[config.mk]
export PLATFORM = sky130hd
export DESIGN_NAME = id_ex_pipe
export DESIGN_NICKNAME = d
export VERILOG_FILES = /design/src/rtl/id_ex_pipe.sv
export SDC_FILE = /design/constraint.sdc
export NUM_CORES = 1
export LEC_CHECK = 0
export ABC_AREA = 1
export CAP_MARGIN = 5
export CELL_PAD_IN_SITES_DETAIL_PLACEMENT = 1
export CELL_PAD_IN_SITES_GLOBAL_PLACEMENT = 1
export CORE_MARGIN = 5
export CORE_UTILIZATION = 27
export DETAILED_ROUTE_END_ITERATION = 12
export PLACE_DENSITY_LB_ADDON = 0.1
export SYNTH_ARGS = -nofsm -noshare
export SYNTH_HDL_FRONTEND = slang
export SYNTH_SLANG_ARGS = --single-unit
[constraint.sdc]
create_clock -name clk -period 2.5 [get_ports clk]
set_clock_uncertainty 0.15 [all_clocks]
set_input_delay 0.5 -clock clk [delete_from_list [all_inputs] [get_ports clk]]
set_output_delay 0.5 -clock clk [all_outputs]
set_load 0.005 [all_outputs]
[src/rtl/id_ex_pipe.sv]
// Decode->execute pipeline register with load-use bubbles, multi-beat vector
// hold and branch-flush squash.
// Optional feature: define ID_EX_PERF_EN to build the stall/flush counters;
// without it perf_stall and perf_flush are tied to zero.
module id_ex_pipe #(
  parameter int unsigned DATA_W    = 32,
  parameter int unsigned REG_AW    = 4,
  parameter int unsigned VEC_BEATS = 4
) (
  input  logic                               clk,
  input  logic                               rst,
  input  logic                               id_valid,
  output logic                               id_ready,
  input  logic [15:0]                        ctrl_in,
  input  logic [REG_AW-1:0]                  rs1,
  input  logic [REG_AW-1:0]                  rs2,
  input  logic [REG_AW-1:0]                  rd,
  input  logic [DATA_W-1:0]                  rd1,
  input  logic [DATA_W-1:0]                  rd2,
  input  logic [DATA_W-1:0]                  imm,
  input  logic                               flush,
  input  logic                               ex_ready,
  output logic                               ex_valid,
  output logic [15:0]                        ctrl_out,
  output logic [REG_AW-1:0]                  ex_rs1,
  output logic [REG_AW-1:0]                  ex_rs2,
  output logic [REG_AW-1:0]                  ex_rd,
  output logic [DATA_W-1:0]                  ex_rd1,
  output logic [DATA_W-1:0]                  ex_rd2,
  output logic [DATA_W-1:0]                  ex_imm,
  output logic [$clog2(VEC_BEATS+1)-1:0]     ex_beat,
  output logic                               ex_last,
  output logic [31:0]                        perf_stall,
  output logic [31:0]                        perf_flush
);

  localparam int unsigned BEAT_W = $clog2(VEC_BEATS + 1);
  localparam int unsigned PERF_W = 32;
  localparam logic [BEAT_W-1:0] LAST_BEAT = BEAT_W'(VEC_BEATS - 1);
  localparam bit VEC_MULTI = (VEC_BEATS > 1);

  // Control bundle as produced by the control unit, MSB first.
  typedef struct packed {
    logic       jump_i;
    logic       jump_ci;
    logic       jump_cd;
    logic       mem_to_reg;
    logic       mem_read;
    logic       mem_write;
    logic       imm_src;
    logic       vector_op;
    logic       alu_src1;
    logic       alu_src3;
    logic       reg_v_write;
    logic       reg_s_write;
    logic [1:0] alu_op;
    logic [1:0] alu_src2;
  } ctrl_t;

  typedef enum logic [1:0] {
    EMPTY    = 2'd0,
    SCALAR   = 2'd1,
    VEC_BUSY = 2'd2
  } state_e;

  state_e              state_q, state_d;
  logic                valid_q, valid_d;
  ctrl_t               ctrl_q, ctrl_d;
  logic [REG_AW-1:0]   rs1_q, rs1_d;
  logic [REG_AW-1:0]   rs2_q, rs2_d;
  logic [REG_AW-1:0]   rd_q, rd_d;
  logic [DATA_W-1:0]   rd1_q, rd1_d;
  logic [DATA_W-1:0]   rd2_q, rd2_d;
  logic [DATA_W-1:0]   imm_q, imm_d;
  logic [BEAT_W-1:0]   beat_q, beat_d;

  ctrl_t ctrl_in_s;
  logic  ex_last_c;
  logic  load_use_c;
  logic  vec_hold_c;
  logic  id_ready_c;

  assign ctrl_in_s = ctrl_t'(ctrl_in);

  // Hazard and handshake decode from the current EX contents.
  always_comb begin
    ex_last_c  = (state_q == SCALAR) ||
                 ((state_q == VEC_BUSY) && (beat_q == LAST_BEAT));
    vec_hold_c = (state_q == VEC_BUSY) && (beat_q < LAST_BEAT);
    load_use_c = valid_q && ctrl_q.mem_read && ex_last_c && id_valid &&
                 ((rd_q == rs1) || (rd_q == rs2));
    id_ready_c = flush || (ex_ready && !load_use_c && !vec_hold_c);
  end

  // Next-state: flush, freeze, vector hold, bubble, capture or retire.
  always_comb begin
    state_d = state_q;
    valid_d = valid_q;
    ctrl_d  = ctrl_q;
    rs1_d   = rs1_q;
    rs2_d   = rs2_q;
    rd_d    = rd_q;
    rd1_d   = rd1_q;
    rd2_d   = rd2_q;
    imm_d   = imm_q;
    beat_d  = beat_q;

    if (flush) begin
      state_d = EMPTY;
      valid_d = 1'b0;
      ctrl_d  = '0;
      beat_d  = '0;
    end else if (!ex_ready) begin
      state_d = state_q;
    end else if (vec_hold_c) begin
      beat_d = beat_q + BEAT_W'(1);
    end else if (load_use_c || !id_valid) begin
      state_d = EMPTY;
      valid_d = 1'b0;
      ctrl_d  = '0;
      beat_d  = '0;
    end else begin
      state_d = (ctrl_in_s.vector_op && VEC_MULTI) ? VEC_BUSY : SCALAR;
      valid_d = 1'b1;
      ctrl_d  = ctrl_in_s;
      rs1_d   = rs1;
      rs2_d   = rs2;
      rd_d    = rd;
      rd1_d   = rd1;
      rd2_d   = rd2;
      imm_d   = imm;
      beat_d  = '0;
    end
  end

  // EX stage registers, synchronous reset.
  always_ff @(posedge clk) begin
    if (rst) begin
      state_q <= EMPTY;
      valid_q <= 1'b0;
      ctrl_q  <= '0;
      rs1_q   <= '0;
      rs2_q   <= '0;
      rd_q    <= '0;
      rd1_q   <= '0;
      rd2_q   <= '0;
      imm_q   <= '0;
      beat_q  <= '0;
    end else begin
      state_q <= state_d;
      valid_q <= valid_d;
      ctrl_q  <= ctrl_d;
      rs1_q   <= rs1_d;
      rs2_q   <= rs2_d;
      rd_q    <= rd_d;
      rd1_q   <= rd1_d;
      rd2_q   <= rd2_d;
      imm_q   <= imm_d;
      beat_q  <= beat_d;
    end
  end

  assign id_ready = id_ready_c;
  assign ex_last  = ex_last_c;
  assign ex_valid = valid_q;
  assign ctrl_out = ctrl_q;
  assign ex_rs1   = rs1_q;
  assign ex_rs2   = rs2_q;
  assign ex_rd    = rd_q;
  assign ex_rd1   = rd1_q;
  assign ex_rd2   = rd2_q;
  assign ex_imm   = imm_q;
  assign ex_beat  = beat_q;

`ifdef ID_EX_PERF_EN
  logic [PERF_W-1:0] perf_stall_q, perf_stall_d;
  logic [PERF_W-1:0] perf_flush_q, perf_flush_d;

  // Stall counts decode cycles blocked while downstream is moving.
  always_comb begin
    perf_stall_d = perf_stall_q;
    perf_flush_d = perf_flush_q;
    if (id_valid && !id_ready_c && !flush && ex_ready) begin
      perf_stall_d = perf_stall_q + PERF_W'(1);
    end
    if (flush) begin
      perf_flush_d = perf_flush_q + PERF_W'(1);
    end
  end

  // Counter registers, wrapping naturally.
  always_ff @(posedge clk) begin
    if (rst) begin
      perf_stall_q <= '0;
      perf_flush_q <= '0;
    end else begin
      perf_stall_q <= perf_stall_d;
      perf_flush_q <= perf_flush_d;
    end
  end

  assign perf_stall = perf_stall_q;
  assign perf_flush = perf_flush_q;
`else
  assign perf_stall = PERF_W'(0);
  assign perf_flush = PERF_W'(0);
`endif

endmodule

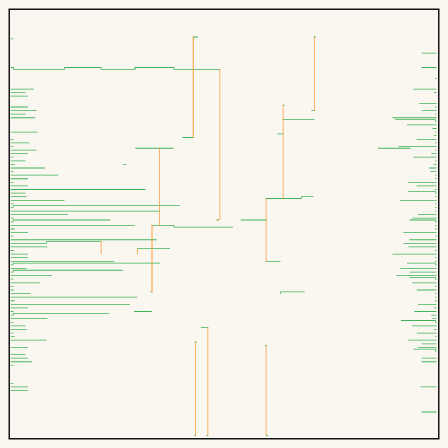
Run 1: routed metal, one colour a layer
Two of the layers only.
Key: orange = M4 [wire length 355 um]; green = M3 [wire length 1620 um]
Post-Route WL: 21400 um
total number of vias: 6295

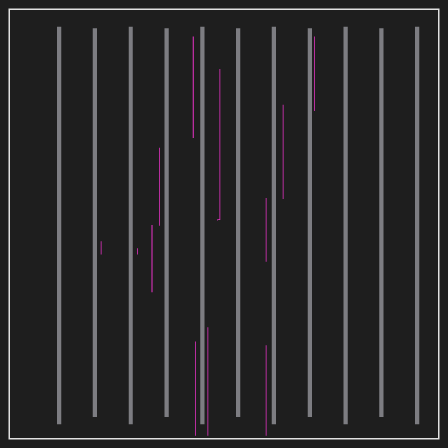
Run 1: met4 routing
Supply wires on this layer in grey.
The layer holds 1.7% of the routed length. 8 nets have wire on it.

==> Table 3: Implementation characteristics, run 1 <==
Physical implementation characteristics

Parameter                              Value

Run status
  Run status .................. completed

Critical path
  Crit path top cell by count .................. nand2_2
  Critical Path Source Type .................. register
  Worst reg2reg startpoint .................. ex_beat[0]$_SDFFE_PP0P_
  Cells along the critical path .................. ha_4 > ha_2 > nand2_2 > a21oi_2 > buf_4 > nand2_8 > nand2_2 > nand2_1 > clkdlybuf4s15_2
  Depth of the worst register-to-register path .................. 11
  Data arrival time at the worst-slack endpoint .................. approximately 1.8 ns
  Data required time of the critical path .................. roughly 1.9 ns

Clocking
  Cts bufs inserted .................. 17
  Post-CTS clock slew at the launch and capture registers of the worst setup and hold paths .................. about 0.06 ns
  H-Tree Level Count .................. 4

Pwr
  Power Dens Cells .................. a little under 600 nW/um^2
  Leakage .................. about 4.4 nW
  Maximum ir drop on the vdd rail .................. just over 0.3 mV

STA
  Number of setup violations in the final report .................. 0
  Achievable clock frequency .................. ~0.41 GHz
  Max-slew violation count .................. 0

Detailed routing
  Vias per std cell .................. approximately 4.3
  Count of TritonRoute iterations in the first routing pass .................. 4
  Average wire per cell in the routed design .................. 14.6 um
  Detailed Route Iter0 Violations .................. 308
  Count of antenna-violating nets left after detailed routing .................. 0

Logic synthesis
  Area fraction in and, or, nand and nor cells .................. 0.289
  Mean area per synthesized cell .................. between 6 and 7 um^2
  MUX share of area .................. 0
  Netlist area before placement .................. approximately 6300 um^2
  Yosys warning total .................. 0
  Share of synthesized cell area in full adder, half adder and majority cells .................. 0.00400
  Dominant comb cell .................. simple AND/OR/NAND/NOR gates
  Compound-gate portion of the synthesized area .................. 0.0900

Job
  Count of warning messages emitted by the tools .................. 28

Global route
  Congestion Overflow GR .................. 0
  Most utilized layer in the global route result .................. met2
  GR Util All Layers .................. 0.156
  Met2 track demand over resource .................. 0.246
  Global routing usage on met3 .................. 0.0563
  GR Util met1 .................. 0.198

Worst hold path
  Class of the tightest hold or removal check .................. reg2reg

Place
  Last weighted congestion value of the routability-driven placer .................. 0.752
  Placed cell count .................. roughly 1400

Floorplan
  Standard cell core area .................. about 23000 um^2
  Floorplan core density .................. 0.275
  # rows .................. 55

Cells and area
  Number of nets in the layout .................. 1294
  Number of inserted diodes .................. 0
  Finished Cell Area .................. 9650 um^2
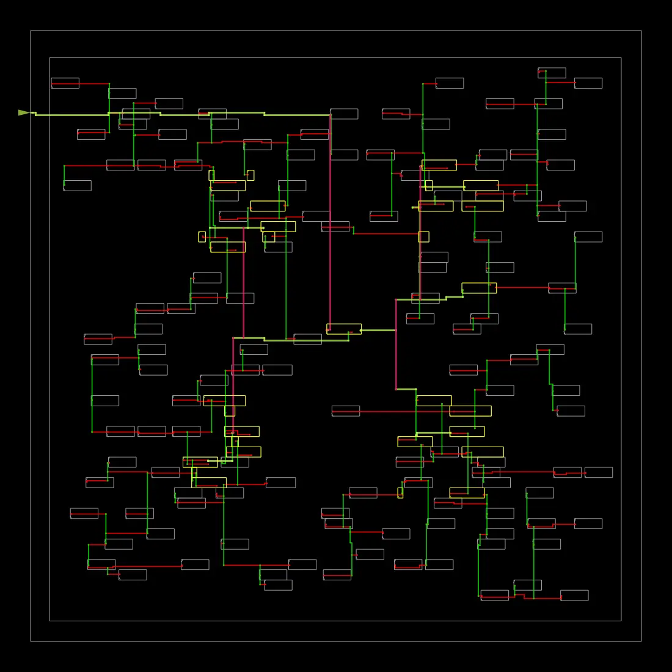
Run 1: clock wiring as the flow saved it
clock insertion delay at the later pin of the skew report: 0.41 ns
P_clk: 2.58 mW
num sequential: 129
count of clock tree sinks: 129
clock buf count: 20

run 1: where the power goes:
group / switching (mW) / total (mW) / internal, mW
combinational: 0.351 / 0.842 / 0.491
sequential: 0.0548 / 2.21 / 2.15
clock: 0.924 / 2.58 / 1.66
run 1: critical path: cells and delay by family (launching register included):
| family | cells | cell delay (ns) |
|---|---|---|
| flip-flops | 1 | 0.35 |
| buffers and inverters | 2 | 0.36 |
| AND-OR/OR-AND | 1 | 0.14 |
| adder cells (fa/ha/maj) | 2 | 0.30 |
| AND/OR/NAND/NOR | 4 | 0.21 |
run 1: stage by stage:
stage	utilization	hold slack [ns]	setup WS [ns]	TNS (ns)
finish	0.425	0.304	0.0805	0
global route	0.425	0.326	-0.0102	-0.0102
CTS	0.423	0.306	0.00475	0
detailed placement	0.396	0.295	-0.342	-15.21
global placement	0.396	0.287	-0.345	-15.01
floorplan	-	0.294	0.392	0
run 1: state kept, by name, indices dropped and copies added (netlist names):
name and flops:
ex_rd 4, ex_imm 32, ex_valid 1, state_q 2
ex_rd2 32, ex_rs2 4, ex_beat 3, ex_rs1 4
ex_rd1 32, ctrl_out 15
run 1: cell families after synthesis:
family,Yosys count
AND-OR/OR-AND,112
adder cells (fa/ha/maj),2
flip-flops,129
buffers and inverters,249
other,1
AND/OR/NAND/NOR,429
run 1: Yosys cell counts:
cell and count:
inv_2 4, nor3_1 1, ha_1 2, buf_6 8
a21oi_1 110, nand4_1 17, buf_2 27, inv_1 115
nor2_1 116, clkbuf_1 18, a211oi_1 1, clkinv_1 1
nand3_1 111, nor2_4 1, buf_1 10, buf_4 66
dfxtp_1 129, nand2_2 1, nand2_1 181, or2_2 1
o21ai_0 1, conb_1 1
run 1: area by class of cell:
cell class / count / area [um^2]
Sequential cell: 129 / 2580
Clock buffer: 20 / 437
Tap cell: 285 / 357
Fill cell: 2835 / 13100
Timing Repair Buffer: 288 / 2970
Inverter: 120 / 453
Multi-Input combinational cell: 607 / 2690
Clock inverter: 11 / 164
run 1: layer usage:
metal | share of wire | wire length (um)
met3 | 0.076 | 1620
met1 | 0.45 | 9720
met5 | 0.00061 | 13
met2 | 0.45 | 9670
met4 | 0.017 | 354
run 1: repair_timing:
| action | CTS | global route |
|---|---|---|
| endpoints found under the hold margin | 0 | 0 |
| gates resized | 7 | 18 |
| setup endpoints to repair | 1 | 1 |
| pin swaps | 4 | 7 |
run 1: final timing paths:
path,endpoint,slack [ns]
worst min-delay path,ctrl_out[6]$_SDFFE_PP0P_,0.30
worst max-delay path,id_ready,0.08
worst min register to register,ctrl_out[6]$_SDFFE_PP0P_,0.30
worst max register to register,ex_rd2[18]$_SDFFE_PP0P_,0.24
==> run 2, diff against run 1 <==
Settings changed: CORE_UTILIZATION 27 to 29.
Clock period 2.5 ns to 2.8 ns, I/O delays scaled along.
==> Table 3: Implementation characteristics, run 2 <==
Physical implementation characteristics

Parameter                              Value

Run status
  Run status .................. completed

Cells and area
  Number of nets in the layout .................. 1288 (-0.46%)
  Number of inserted diodes .................. 0 (unchanged)
  Layout Area Growth over Synthesis .................. 53.2%
  Post-layout instance count excluding filler cells .................. between 1000 and 1500
  Share of layout cells above drive strength 1 .................. 0.0547
  Commonest non-fill, non-tap cells in the layout .................. clkdlybuf4s50_1 (257), nand2_1 (180), dfxtp_1 (128)

Detailed routing
  Total number of vias .................. 6278 (-0.27%)
  Vias per std cell .................. 4.34 (+0.77%)
  Drc violations .................. 0
  Average wire per cell in the routed design .................. 14.5 um (-1.3%)
  Count of TritonRoute iterations in the first routing pass .................. 4 (unchanged)
  Detailed Route Iter0 Violations .................. 247 (-20%)
  Post-Route WL .................. 20900 um (-2.3%)
  Count of antenna-violating nets left after detailed routing .................. 0 (unchanged)

Pwr
  Maximum ir drop on the vdd rail .................. 0.375 mV (+22%)
  Power Dens Cells .................. 543 nW/um^2 (-7.0%)
  Leakage .................. 4.36 nW (-1.4%)
  Post-route total power .................. about 5.2 mW

Critical path
  Class of the most critical setup path .................. in2out
  Data required time of the critical path .................. 2.09 ns (+0.24 ns)
  CP endpoint .................. id_ready
  Critical path launch point .................. rs2[3]
  Reg-to-reg endpoint .................. ex_rd2[4]$_SDFFE_PP0P_
  Data arrival time at the worst-slack endpoint .................. 1.95 ns (+0.18 ns)
  Depth of the worst register-to-register path .................. 11 (unchanged)
  Critical Path Source Type .................. input pin
  Peak fanout along the critical path .................. 2
  Worst reg2reg startpoint .................. ex_beat[0]$_SDFFE_PP0P_
  Crit path capture type .................. output pin
  Register-to-register setup slack .................. 0.54 ns (+0.30 ns)

STA
  Final worst path period need .................. about 2.7 ns
  Number of setup violations in the final report .................. 0 (unchanged)
  RSZ-0062 raised after global routing .................. false
  Total Neg Setup Slack .................. 0 ns (unchanged)
  Worst slew slack as a fraction of its limit .................. 0.637
  Achievable clock frequency .................. around 0.38 GHz
  Measured slew at the worst slew-check pin .................. between 0.5 and 0.6 ns
  Slack of the critical path .................. 0.141 ns (+0.0607 ns)
  Final worst path period share .................. 0.950
  Max-slew violation count .................. 0 (unchanged)

Logic synthesis
  Most numerous cell in the Yosys netlist .................. nand2_1
  Netlist area before placement .................. 6260 um^2 (unchanged)
  Number of cells in Yosys stat .................. slightly above 900
  Leading register cell type out of synthesis .................. dfxtp_1
  Area of the synthesized netlist per yosys stat .................. between 6000 and 7000 um^2
  Yosys warning total .................. 0 (unchanged)
  Cell variety after synth .................. 22
  Top cells, area .................. dfxtp_1 (41%), nand2_1 (11%), nand3_1 (8.9%)
  Commonest cells in the netlist .................. nand2_1 (181), dfxtp_1 (129), nor2_1 (116)
  Cell count after synthesis .................. 922
  Number of enable flip-flop cells .................. 0 (unchanged)
  Register area share after synthesis .................. 0.413
  Share of flip-flops with an asynchronous set or reset after synthesis .................. 0 (unchanged)
  Top cell area share .................. 0.413
  Flop and latch count out of synthesis .................. roughly 130
  Mean area per synthesized cell .................. 6.79 um^2 (unchanged)

Worst hold path
  Number of cells on the worst hold path .................. 2
  Class of the tightest hold or removal check .................. reg2reg

Floorplan
  Floorplan core density .................. 0.296 (+0.0203)
  # rows .................. 53 (-3.6%)
  Standard cell core area .................. 21200 um^2 (-6.8%)
  I/O pin count .................. 323
  Height of the chip .................. 157 um
  DIE WIDTH .................. ~160 um

Global route
  Largest net degree at the start of global routing .................. roughly 120
  GR Util All Layers .................. 0.162 (+0.00656)
  Initial antenna violation count .................. 2
  Via count of the first global-routing pass .................. approximately 6100
  Congestion Overflow GR .................. 0 (unchanged)
  Global-route wire length before repair .................. approximately 32000 um

Place
  Last weighted congestion value of the routability-driven placer .................. 0.781 (+3.8%)
  Number of input and output port buffers inserted .................. approximately 260
  Setup WS pre-CTS .................. -0.171 ns (+0.171 ns)
  Placed cell count .................. 1413 (-1.1%)

Clocking
  Bufs on Longest Clock Path .................. 2
  Post-CTS clock slew at the launch and capture registers of the worst setup and hold paths .................. 0.06 ns (about the same)
  Post-CTS repair timing setup buffer count .................. 0
  Cell at the root of the clock tree .................. clkbuf_16
  Clock tree from TritonCTS .................. built
  H-Tree Level Count .................. 4 (unchanged)
  Count of clock tree sinks .................. 129 (unchanged)

Job
  Count of warning messages emitted by the tools .................. 30 (+7.1%)
  Max-cap violation count .................. 0
## run 2: cell counts after synthesis
Identical to the previous run, type by type.
## run 2: worst max-delay path, cell delays in order
cell and delay, ns:
clkdlybuf4s50_1 0.50, inv_1 0.07, nand2_1 0.05, nand2_1 0.05, nor2_1 0.09, nand2_1 0.09
nand2_4 0.12, nand2_8 0.05, nand2_1 0.06, nand2_1 0.04, dlygate4sd2_1 0.27
## run 2: through the flow
stage | hold slack, ns | util | area [um^2]
final | 0.303 | 0.453 | 9590
after global routing | 0.327 | 0.453 | 9590
after floorplan | 0.294 | - | 6490
after detailed placement | 0.297 | 0.421 | 8910
after CTS | 0.308 | 0.453 | 9590
after global placement | 0.288 | 0.421 | 8910
## run 2: power breakdown
part	total, mW	internal (mW)	switching (mW)
clock	2.49	1.63	0.854
combinational	0.743	0.432	0.310
sequential	1.97	1.92	0.0483
## run 2: layer usage
layer  global-route usage  routed length (um)  vias up
met1                0.200                8950     2849
li1                     -                   -     3214
met5                    0                  25        -
met3               0.0700                2060       26
met2                0.257                9490      185
met4               0.0496                 359        4
## run 2: logic make-up (layout without fill, tap and decap cells)
kind of cell | Yosys count | count (layout) | synth area share
AOI/OAI and AO/OA | 112 | 112 | 0.0900
adders and majority gates | 2 | 2 | 0.00400
buffers and inverters | 249 | 434 | 0.204
DFF | 129 | 129 | 0.413
other | 1 | 64 | 0.000599
and+or+nand+nor | 429 | 429 | 0.289
## run 2: worst min path at each step
stage                                    from                   endpoint  slack, ns
floorplan             state_q[1]$_SDFFE_PP0P_    state_q[1]$_SDFFE_PP0P_       0.29
global placement     ctrl_out[0]$_SDFFE_PP0P_   ctrl_out[0]$_SDFFE_PP0P_       0.29
detailed placement  ctrl_out[12]$_SDFFE_PP0P_  ctrl_out[12]$_SDFFE_PP0P_       0.30
CTS                  ctrl_out[0]$_SDFFE_PP0P_   ctrl_out[0]$_SDFFE_PP0P_       0.31
global route        ctrl_out[15]$_SDFFE_PP0P_  ctrl_out[15]$_SDFFE_PP0P_       0.33
finish               ctrl_out[2]$_SDFFE_PP0P_   ctrl_out[2]$_SDFFE_PP0P_       0.30
## run 2: timing repair
item | in CTS | in global routing
gates resized | 4 | 0
endpoints found under the setup margin | 1 | 0
hold buffers | 0 | 0
endpoints found under the hold margin | 0 | 0
## run 2: cell type report
cell class / count / area [um^2]
fillers: 2640 / 11600
repair buffers: 282 / 2890
multi-input cells: 607 / 2660
flip-flops and latches: 129 / 2580
clock buffers: 20 / 457
inverters: 120 / 453
well taps: 275 / 344
clock inverters: 12 / 206
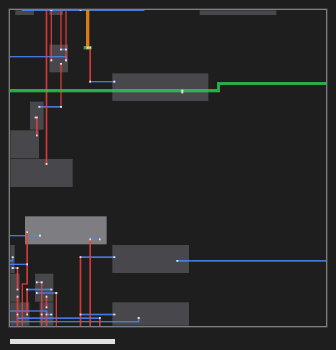
Run 2: a small window of the routed layout
Bar = 10 um. Region (63, 63) to (93, 93) um. Cells in grey, sequential cells in the stronger grey; small squares are vias.
Key: red = M2; green = M3; orange = M4; blue = M1
Netlist names of flops here include ex_beat (1). 12 logic cells have their middle in the window. Sequential cells in the window: 1. Most frequent: nand2_1 (2), clkbuf_16 (2), buf_12 (2).

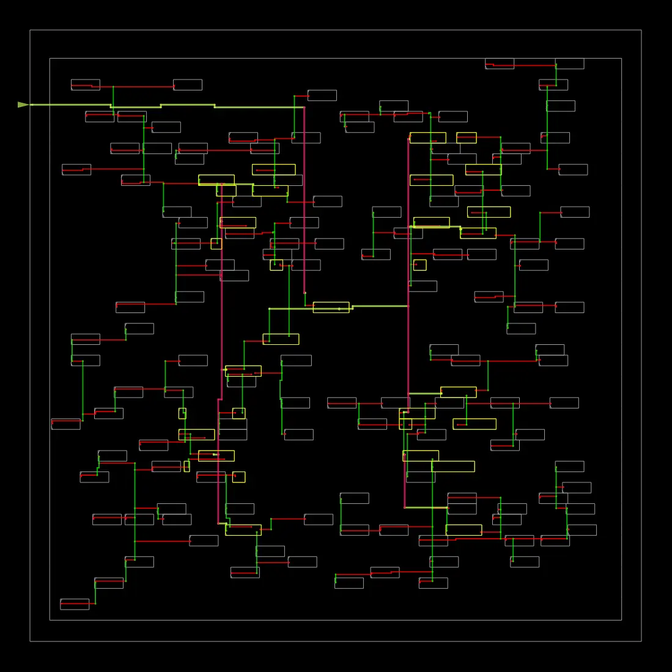
Run 2: clock wiring as the flow saved it
cts bufs inserted: 17
clock insertion delay at the later pin of the skew report: 0.42 ns
P_clk: 2.49 mW

==> run 3, diff against run 2 <==
Settings changed: CTS_CLUSTER_DIAMETER set to 120.
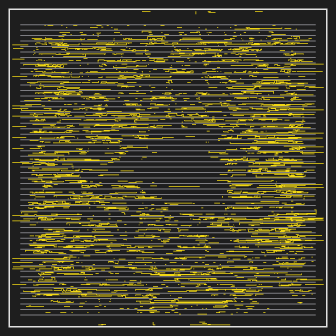
Run 3: signal wires on met1
Supply wires on this layer in grey.
The layer holds 43% of the routed length. The longest straight run is 36.3 um. The layer carries 8950 um of wire. 1130 nets have wire on it. The wires run mostly horizontal.
Post-Route WL: 20900 um
GR Util met1: 0.200
total number of vias: 6278

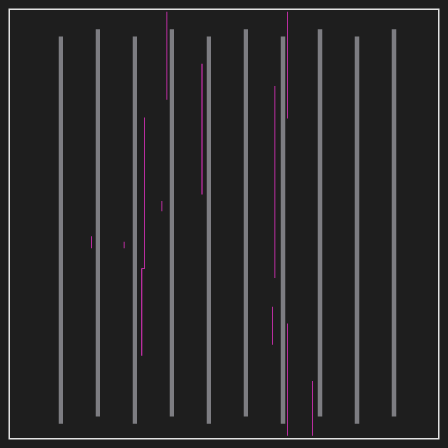
Run 3: met4 routing
Supply wires on this layer in grey.
The wires run mostly vertical. The longest straight run is 70.0 um. 8 nets have wire on it. The layer holds 1.7% of the routed length. The layer carries 360 um of wire.

==> Table 3: Implementation characteristics, run 3 <==
Physical implementation characteristics

Parameter                              Value

Logic synthesis
  Number of enable flip-flop cells .................. 0 (unchanged)
  Dominant comb cell .................. simple AND/OR/NAND/NOR gates
  Cell count after synthesis .................. 922 (unchanged)
  Share of flip-flops with an asynchronous set or reset after synthesis .................. 0 (unchanged)
  Most numerous cell in the Yosys netlist .................. nand2_1
  Post-Synth XOR/XNOR Area .................. 0 (unchanged)
  Yosys warning total .................. 0 (unchanged)
  MUX share of area .................. 0 (unchanged)
  Top cell area share .................. 0.413 (unchanged)
  Netlist area before placement .................. 6260 um^2 (unchanged)
  Commonest cells in the netlist .................. nand2_1 (181), dfxtp_1 (129), nor2_1 (116)
  Cell variety after synth .................. 22 (unchanged)
  Leading register cell type out of synthesis .................. dfxtp_1
  Area of the synthesized netlist per yosys stat .................. 6260 um^2 (unchanged)
  Number of cells in Yosys stat .................. 922 (unchanged)
  Compound-gate portion of the synthesized area .................. 0.0900 (unchanged)

Cells and area
  Number of nets in the layout .................. 1288 (unchanged)
  Footprint of the flip-flops and latches .................. 2580 um^2 (unchanged)
  Fraction of the core area covered by cells at the end of the flow .................. 0.453 (unchanged)
  Commonest non-fill, non-tap cells in the layout .................. clkdlybuf4s50_1 (257), nand2_1 (180), dfxtp_1 (128)

Clocking
  Hold-fix buffers at CTS .................. 0 (unchanged)
  Cell at the root of the clock tree .................. clkbuf_16
  H-Tree Level Count .................. 4 (unchanged)
  Count of cells resized by post-cts repair .................. 4 (unchanged)
  Cts bufs inserted .................. 17 (unchanged)

Critical path
  Data arrival time at the worst-slack endpoint .................. 1.95 ns (about the same)
  Peak fanout along the critical path .................. 2 (unchanged)
  Crit path capture type .................. output pin
  Class of the most critical setup path .................. in2out

Worst hold path
  Class of the tightest hold or removal check .................. reg2reg
  Number of cells on the worst hold path .................. 2 (unchanged)

Job
  Max-cap violation count .................. 0 (unchanged)
  Count of warning messages emitted by the tools .................. 30 (unchanged)

Global route
  Global-route wire length before repair .................. 32100 um (unchanged)
  GR Util All Layers .................. 0.162 (unchanged)
  Via count of the first global-routing pass .................. 6080 (unchanged)
  Initial antenna violation count .................. 2 (unchanged)
  Congestion Overflow GR .................. 0 (unchanged)
  Largest net degree at the start of global routing .................. 124 (unchanged)

Detailed routing
  Average wire per cell in the routed design .................. 14.5 um (unchanged)
  Detailed Route Iter0 Violations .................. 247 (unchanged)
  Vias per std cell .................. 4.34 (unchanged)

Floorplan
  Height of the chip .................. 157 um (unchanged)
  Floorplan core density .................. 0.296 (unchanged)
  # rows .................. 53 (unchanged)

STA
  Final worst path period need .................. 2.66 ns (unchanged)
  Number of setup violations in the final report .................. 0 (unchanged)

Run status
  Run status .................. completed

Place
  Last weighted congestion value of the routability-driven placer .................. 0.781 (unchanged)
  Number of input and output port buffers inserted .................. 258 (unchanged)
## run 3: cell counts in the layout (fill, tap and decap cells not counted)
Identical to the previous run, type by type.
## run 3: path summary, 6_finish.rpt
path,start,to,slack (ns)
max,rs2[3],id_ready,0.14
min,ctrl_out[2]$_SDFFE_PP0P_,ctrl_out[2]$_SDFFE_PP0P_,0.30
max reg2reg,ex_beat[0]$_SDFFE_PP0P_,ex_rd2[4]$_SDFFE_PP0P_,0.54
min reg2reg,ctrl_out[2]$_SDFFE_PP0P_,ctrl_out[2]$_SDFFE_PP0P_,0.30
## run 3: per-layer routing
layer / share of wire / vias up / track usage
li1: - / 3214 / -
met1: 0.43 / 2849 / 0.200
met2: 0.45 / 185 / 0.257
met5: 0.0012 / - / 0
met3: 0.099 / 26 / 0.0700
met4: 0.017 / 4 / 0.0496
## run 3: stage by stage
stage	setup WS [ns]	hold slack [ns]	setup TNS (ns)	power [mW]	instances
4_1_cts	0.116	0.308	0	5.28	1445
6_report	0.141	0.303	0	5.20	1445
5_1_grt	0.0518	0.327	0	5.44	1445
3_5_place_dp	-0.171	0.297	-0.171	2.76	1413
3_3_place_gp	-0.138	0.288	-0.138	2.75	1413
2_1_floorplan	0.625	0.294	0	2.36	985
## run 3: kinds of logic (layout without fill, tap and decap cells)
logic type	count (synthesis)	in the layout
flops	129	129
other cells	1	64
compound gates	112	112
fa+ha+maj	2	2
simple gates	429	429
buf+inv	249	434
## run 3: critical path: stages
cell,delay [ns]
clkdlybuf4s50_1,0.50
inv_1,0.07
nand2_1,0.05
nand2_1,0.05
nor2_1,0.09
nand2_1,0.09
nand2_4,0.12
nand2_8,0.05
nand2_1,0.06
nand2_1,0.04
dlygate4sd2_1,0.27
## run 3: power by group
group,internal [mW],switching [mW]
Combinational,0.432,0.310
Clock,1.63,0.854
Sequential,1.92,0.0483
Total,3.99,1.21
## run 3: cell type report
type / count / share of cell area
timing repair buffer: 282 / 0.301
tap: 275 / 0.0359
inverter: 120 / 0.0473
clock buffer: 20 / 0.0476
sequential: 129 / 0.270
clock inverter: 12 / 0.0215
multi-input combinational: 607 / 0.277
Power is estimated from default activity; no workload was simulated.
